$ cat src/rtl/signalio_arbiter.sv
// Two-requester round-robin arbiter in front of a single PIO slave register.
// Outputs are registered from the next-state decode, so they line up with the state they belong to.
module signalio_arbiter #(
    parameter int DW = 10
) (
    input  logic          clk,
    input  logic          reset_n,
    input  logic          req0_valid,
    input  logic          req0_we,
    input  logic [DW-1:0] req0_wdata,
    output logic          req0_ack,
    input  logic          req1_valid,
    input  logic          req1_we,
    input  logic [DW-1:0] req1_wdata,
    output logic          req1_ack,
    output logic [DW-1:0] rsp_data,
    output logic [1:0]    pio_address,
    output logic          pio_chipselect,
    output logic          pio_write_n,
    output logic [31:0]   pio_writedata,
    input  logic [31:0]   pio_readdata
);

    typedef enum logic [1:0] {IDLE, WR, RD_ADDR, RD_CAP} state_t;

    state_t        state, state_nxt;
    logic          ptr, ptr_nxt;
    logic          gnt_id, gnt_id_nxt;
    logic          winner;
    logic [DW-1:0] wdata_sel;
    logic          unused_readdata;

    assign pio_address     = '0;
    assign unused_readdata = ^pio_readdata;

    always_comb begin
        state_nxt  = state;
        ptr_nxt    = ptr;
        gnt_id_nxt = gnt_id;
        winner     = (req0_valid && req1_valid) ? ptr : req1_valid;
        wdata_sel  = winner ? req1_wdata : req0_wdata;
        case (state)
            IDLE: begin
                if (req0_valid || req1_valid) begin
                    gnt_id_nxt = winner;
                    ptr_nxt    = ~winner;
                    state_nxt  = (winner ? req1_we : req0_we) ? WR : RD_ADDR;
                end
            end
            WR:      state_nxt = IDLE;
            RD_ADDR: state_nxt = RD_CAP;
            RD_CAP:  state_nxt = IDLE;
            default: state_nxt = IDLE;
        endcase
    end

    // Read data is captured on the edge that enters RD_CAP so it is presented together with the ack.
    always_ff @(posedge clk or negedge reset_n) begin
        if (!reset_n) begin
            state          <= IDLE;
            ptr            <= 1'b0;
            gnt_id         <= 1'b0;
            req0_ack       <= 1'b0;
            req1_ack       <= 1'b0;
            rsp_data       <= '0;
            pio_chipselect <= 1'b0;
            pio_write_n    <= 1'b1;
            pio_writedata  <= '0;
        end else begin
            state          <= state_nxt;
            ptr            <= ptr_nxt;
            gnt_id         <= gnt_id_nxt;
            pio_chipselect <= (state_nxt == WR) || (state_nxt == RD_ADDR);
            pio_write_n    <= (state_nxt != WR);
            req0_ack       <= ((state_nxt == WR) || (state_nxt == RD_CAP)) && !gnt_id_nxt;
            req1_ack       <= ((state_nxt == WR) || (state_nxt == RD_CAP)) && gnt_id_nxt;
            if (state_nxt == WR) begin
                pio_writedata <= 32'(wdata_sel);
            end
            if (state_nxt == RD_CAP) begin
                rsp_data <= pio_readdata[DW-1:0];
            end
        end
    end

endmodule
$ cat config.mk
export PLATFORM = sky130hd
export DESIGN_NAME = signalio_arbiter
export DESIGN_NICKNAME = d
export VERILOG_FILES = /design/src/rtl/signalio_arbiter.sv
export SDC_FILE = /design/constraint.sdc
export NUM_CORES = 1
export LEC_CHECK = 0
export CORE_UTILIZATION = 38
export CTS_BUF_LIST = sky130_fd_sc_hd__clkbuf_8
export DETAILED_ROUTE_END_ITERATION = 10
export GPL_TIMING_DRIVEN = 0
export PLACE_DENSITY_LB_ADDON = 0.1
export SYNTH_ARGS = -nofsm -noshare
export SYNTH_HDL_FRONTEND = slang
export SYNTH_SLANG_ARGS = --single-unit
export TNS_END_PERCENT = 30
$ cat constraint.sdc
create_clock -name clk -period 2.28 [get_ports clk]
set_input_delay 0.57 -clock clk [delete_from_list [all_inputs] [get_ports clk]]
set_output_delay 0.57 -clock clk [all_outputs]
set_load 0.005 [all_outputs]
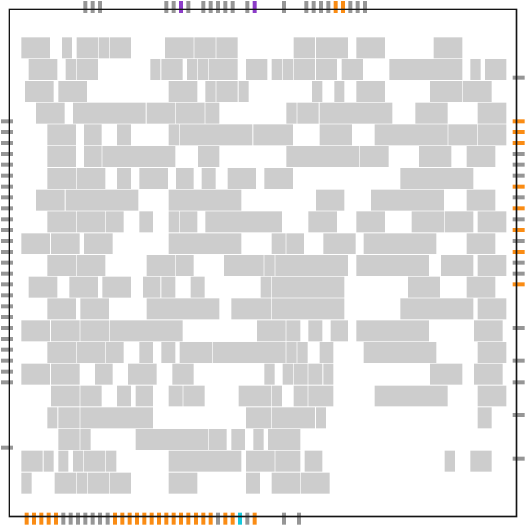
Fig. 1. Pin map.
Scale: 8 px per um. Pins as bars across the die edge, other pins in gray.
Key: orange = pio_readdata [pins 32, direction input, edge 22 south, 8 east, 2 north]; purple = pio_address [pins 2, direction output, edge north]; cyan = req1_valid [pins 1, direction input, edge south]
All pins by edge: 34 south, 26 west, 24 north, 22 east.

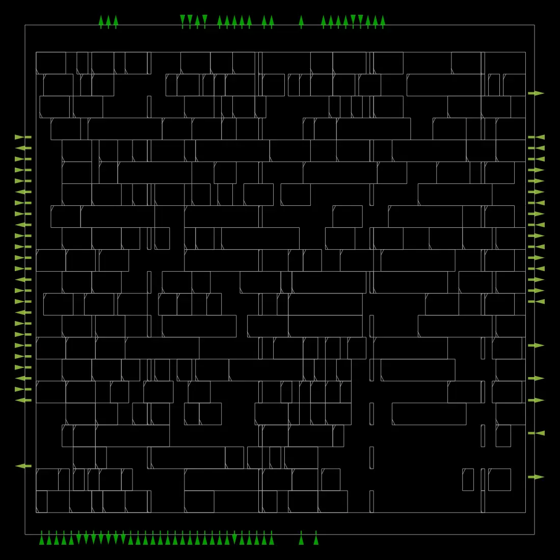
Fig. 2. Cell placement.
Core Footprint: 0.00347 sq mm
flop count: 28

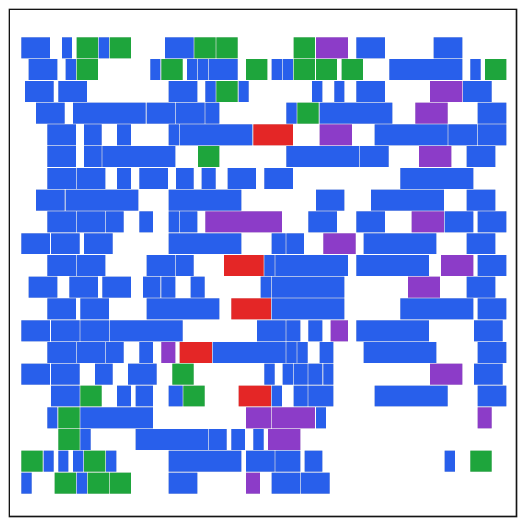
Fig. 3. Cells by drive strength.
Scale: 8 px per um.
Key: purple = _2 cells [cells 18, share 8.5%, most used mux2_2]; red = _6 and larger [cells 5, share 2.4%, most used clkbuf_8]; green = _3 and _4 cells [cells 26, share 12%, most used buf_4]; blue = _0 and _1 cells [cells 163, share 77%, most used clkdlybuf4s50_1]
Area Overhead vs Synth: 53.7%
final setup margin: 0.428 ns
Non-clk bufs: 88

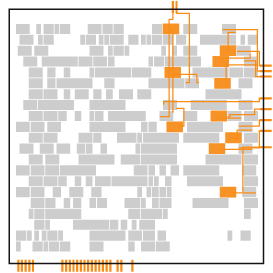
Fig. 4. I/O nets highlighted.
Scale: 4 px per um.
Key: orange = pio_readdata [direction input, edge 22 south, 8 east, 2 north, end cells 10, buffers 10, wire 251 um]
I/O Buffers: 58
IO Count: 106

==> changes_impl.md <==
### Physical design

- Post-DP HPWL: around 2400 um
- Clock latency on the worst-skew pair: 0.26 ns
- Ratio of cells with drive above 1 in the final layout: 23.1%
- Leak: between 1 and 1.5 nW
- ANT nets after route: 0
- Yosys stat chip area: 0.00142 sq mm
- Placed Instances: around 250
- Final Cycle Share: approximately 81%
- Final min period: 1.85 ns
- Worst Path Arrival: 1.28 ns
- WP data required: between 1.5 and 2 ns
- Setup Crit Path Kind: reg -> out
- Slowest cell delay on critical path: roughly 0.52 ns
- DR WL met3: between 150 and 200 um
- CTS resizes: 0
- Crit-path slowest cell: dfstp_2
- Final core occ: 63.1%
- Outcome: complete, no violations
- Hold_buf cts: 0
- Post-Synth Simple-Gate Area: between 4 and 5%
- Top comb family, area: buffers and inverters
- # DRC: 0
- Post-synth regs: 28
- Yosys cell count: between 100 and 150
- Final Slew Violations: 0
- Cell Pwr Density: about 1000 mW/mm^2
- Die height: 63.2 um
- Top Layer Used: met3
- Maxcap violations: 0
- # clock sinks: 28
- GPL Wtd Cong: around 0.76
- Buf/Inv on CP: 1
- CTS tree: yes
- Met2 wire length: 1620 um
- Non-Filler Instances: about 260
- Mapped Cells: 127
- Worst hold-check path type: in -> async
- Cell Type Count: 24
- Number of setup buffers added after CTS: 0
- Row Count: 21
- Full die area: 0.00400 sq mm
- Worst-path cell chain: clkdlybuf4s50_1
- RSZ-0062 raised after global routing: no
- Mapped cell area: roughly 0.0014 sq mm
- CP endpoint kind: output pin
[cells in the final DEF, fill, tap and decap left out, drive strengths merged, types with 2 or more instances in the layout]
cell type | Yosys | layout
nand2 | 6 | 6
a32o | 2 | 2
o21ai | 2 | 2
dfrtp | 27 | 27
conb | 1 | 24
inv | 3 | 4
and2 | 2 | 2
clkdlybuf4s50 | 0 | 57
nand3 | 2 | 2
buf | 30 | 31
a21oi | 13 | 13
mux2 | 10 | 10
clkbuf | 0 | 3
a31oi | 11 | 11
nor2 | 2 | 2
mux2i | 10 | 10
[synthesized netlist by cell type]
| library cell | number | share of area, % |
|---|---|---|
| o21ai_0 | 2 | 0.70 |
| nor2_1 | 2 | 0.53 |
| inv_1 | 3 | 0.79 |
| nand2b_2 | 1 | 0.62 |
| nand2_1 | 5 | 1.3 |
| mux2i_1 | 10 | 7.0 |
| a211o_1 | 1 | 0.62 |
| a32o_1 | 1 | 0.70 |
| nand2_2 | 1 | 0.44 |
| mux2_2 | 10 | 7.9 |
| buf_6 | 2 | 1.6 |
| nor3_1 | 1 | 0.35 |
| dfrtp_1 | 27 | 47 |
| a31oi_1 | 11 | 4.8 |
| nand3_1 | 2 | 0.70 |
| dfstp_2 | 1 | 1.8 |
| a21oi_1 | 13 | 4.6 |
| buf_4 | 26 | 14 |
| buf_2 | 2 | 0.70 |
| a32o_2 | 1 | 0.79 |
| a221oi_1 | 1 | 0.62 |
| conb_1 | 1 | 0.26 |
| o221ai_2 | 1 | 1.1 |
| and2_1 | 2 | 0.88 |
[path summary, 6_finish.rpt]
path                              from               end  slack, ns  cells past startpoint
hold reg to reg                    ptr               ptr       0.50                      1
setup reg to reg                   ptr  pio_writedata[3]       0.84                      5
min in group clk                   ptr               ptr       0.50                      1
setup / recovery           pio_write_n       pio_write_n       0.43                      1
max in group asynchronous      reset_n  pio_writedata[3]       1.58                      1
hold / removal                 reset_n          req1_ack       0.31                      1
[final cells by class]
| class | count | area (sq um) |
|---|---|---|
| repair buffers | 58 | 576 |
| fillers | 307 | 1280 |
| clock inverters | 1 | 3.75 |
| well taps | 46 | 57.6 |
| inverters | 3 | 11.3 |
| flip-flops and latches | 28 | 702 |
| multi-input cells | 89 | 569 |
| plain buffers | 30 | 228 |
| clock buffers | 3 | 41.3 |
[state kept, by name, indices dropped and copies added (netlist names), named ones only]
register / cells
req0_ack: 1
rsp_data: 10
pio_writedata: 10
ptr: 1
state: 1
pio_write_n: 1
gnt_id: 1
req1_ack: 1
pio_chipselect: 1
[metrics by stage]
stage               power [mW]  instance area [sq um]  worst slack, ns  hold WS [ns]
global placement          2.00                   2150            0.231         0.479
finish                    2.28                   2190            0.428         0.307
CTS                       2.30                   2190            0.408         0.504
floorplan                 1.44                   1510            0.865         0.274
detailed placement        2.04                   2150            0.175         0.491
global route              2.45                   2190            0.369         0.357
[where the power goes]
part / leakage (nW) / switching, mW / internal [mW]
Sequential: 0.324 / 0.143 / 0.743
Combinational: 0.676 / 0.436 / 0.697
Clock: 0.0269 / 0.137 / 0.120
[routing by layer]
layer / track usage [%] / up-vias
li1: - / 570
met1: 18.4 / 544
met2: 30.8 / 48
met3: 3.08 / 0
met4: 3.41 / 0
met5: 0 / -
Power is estimated from default activity; no workload was simulated.
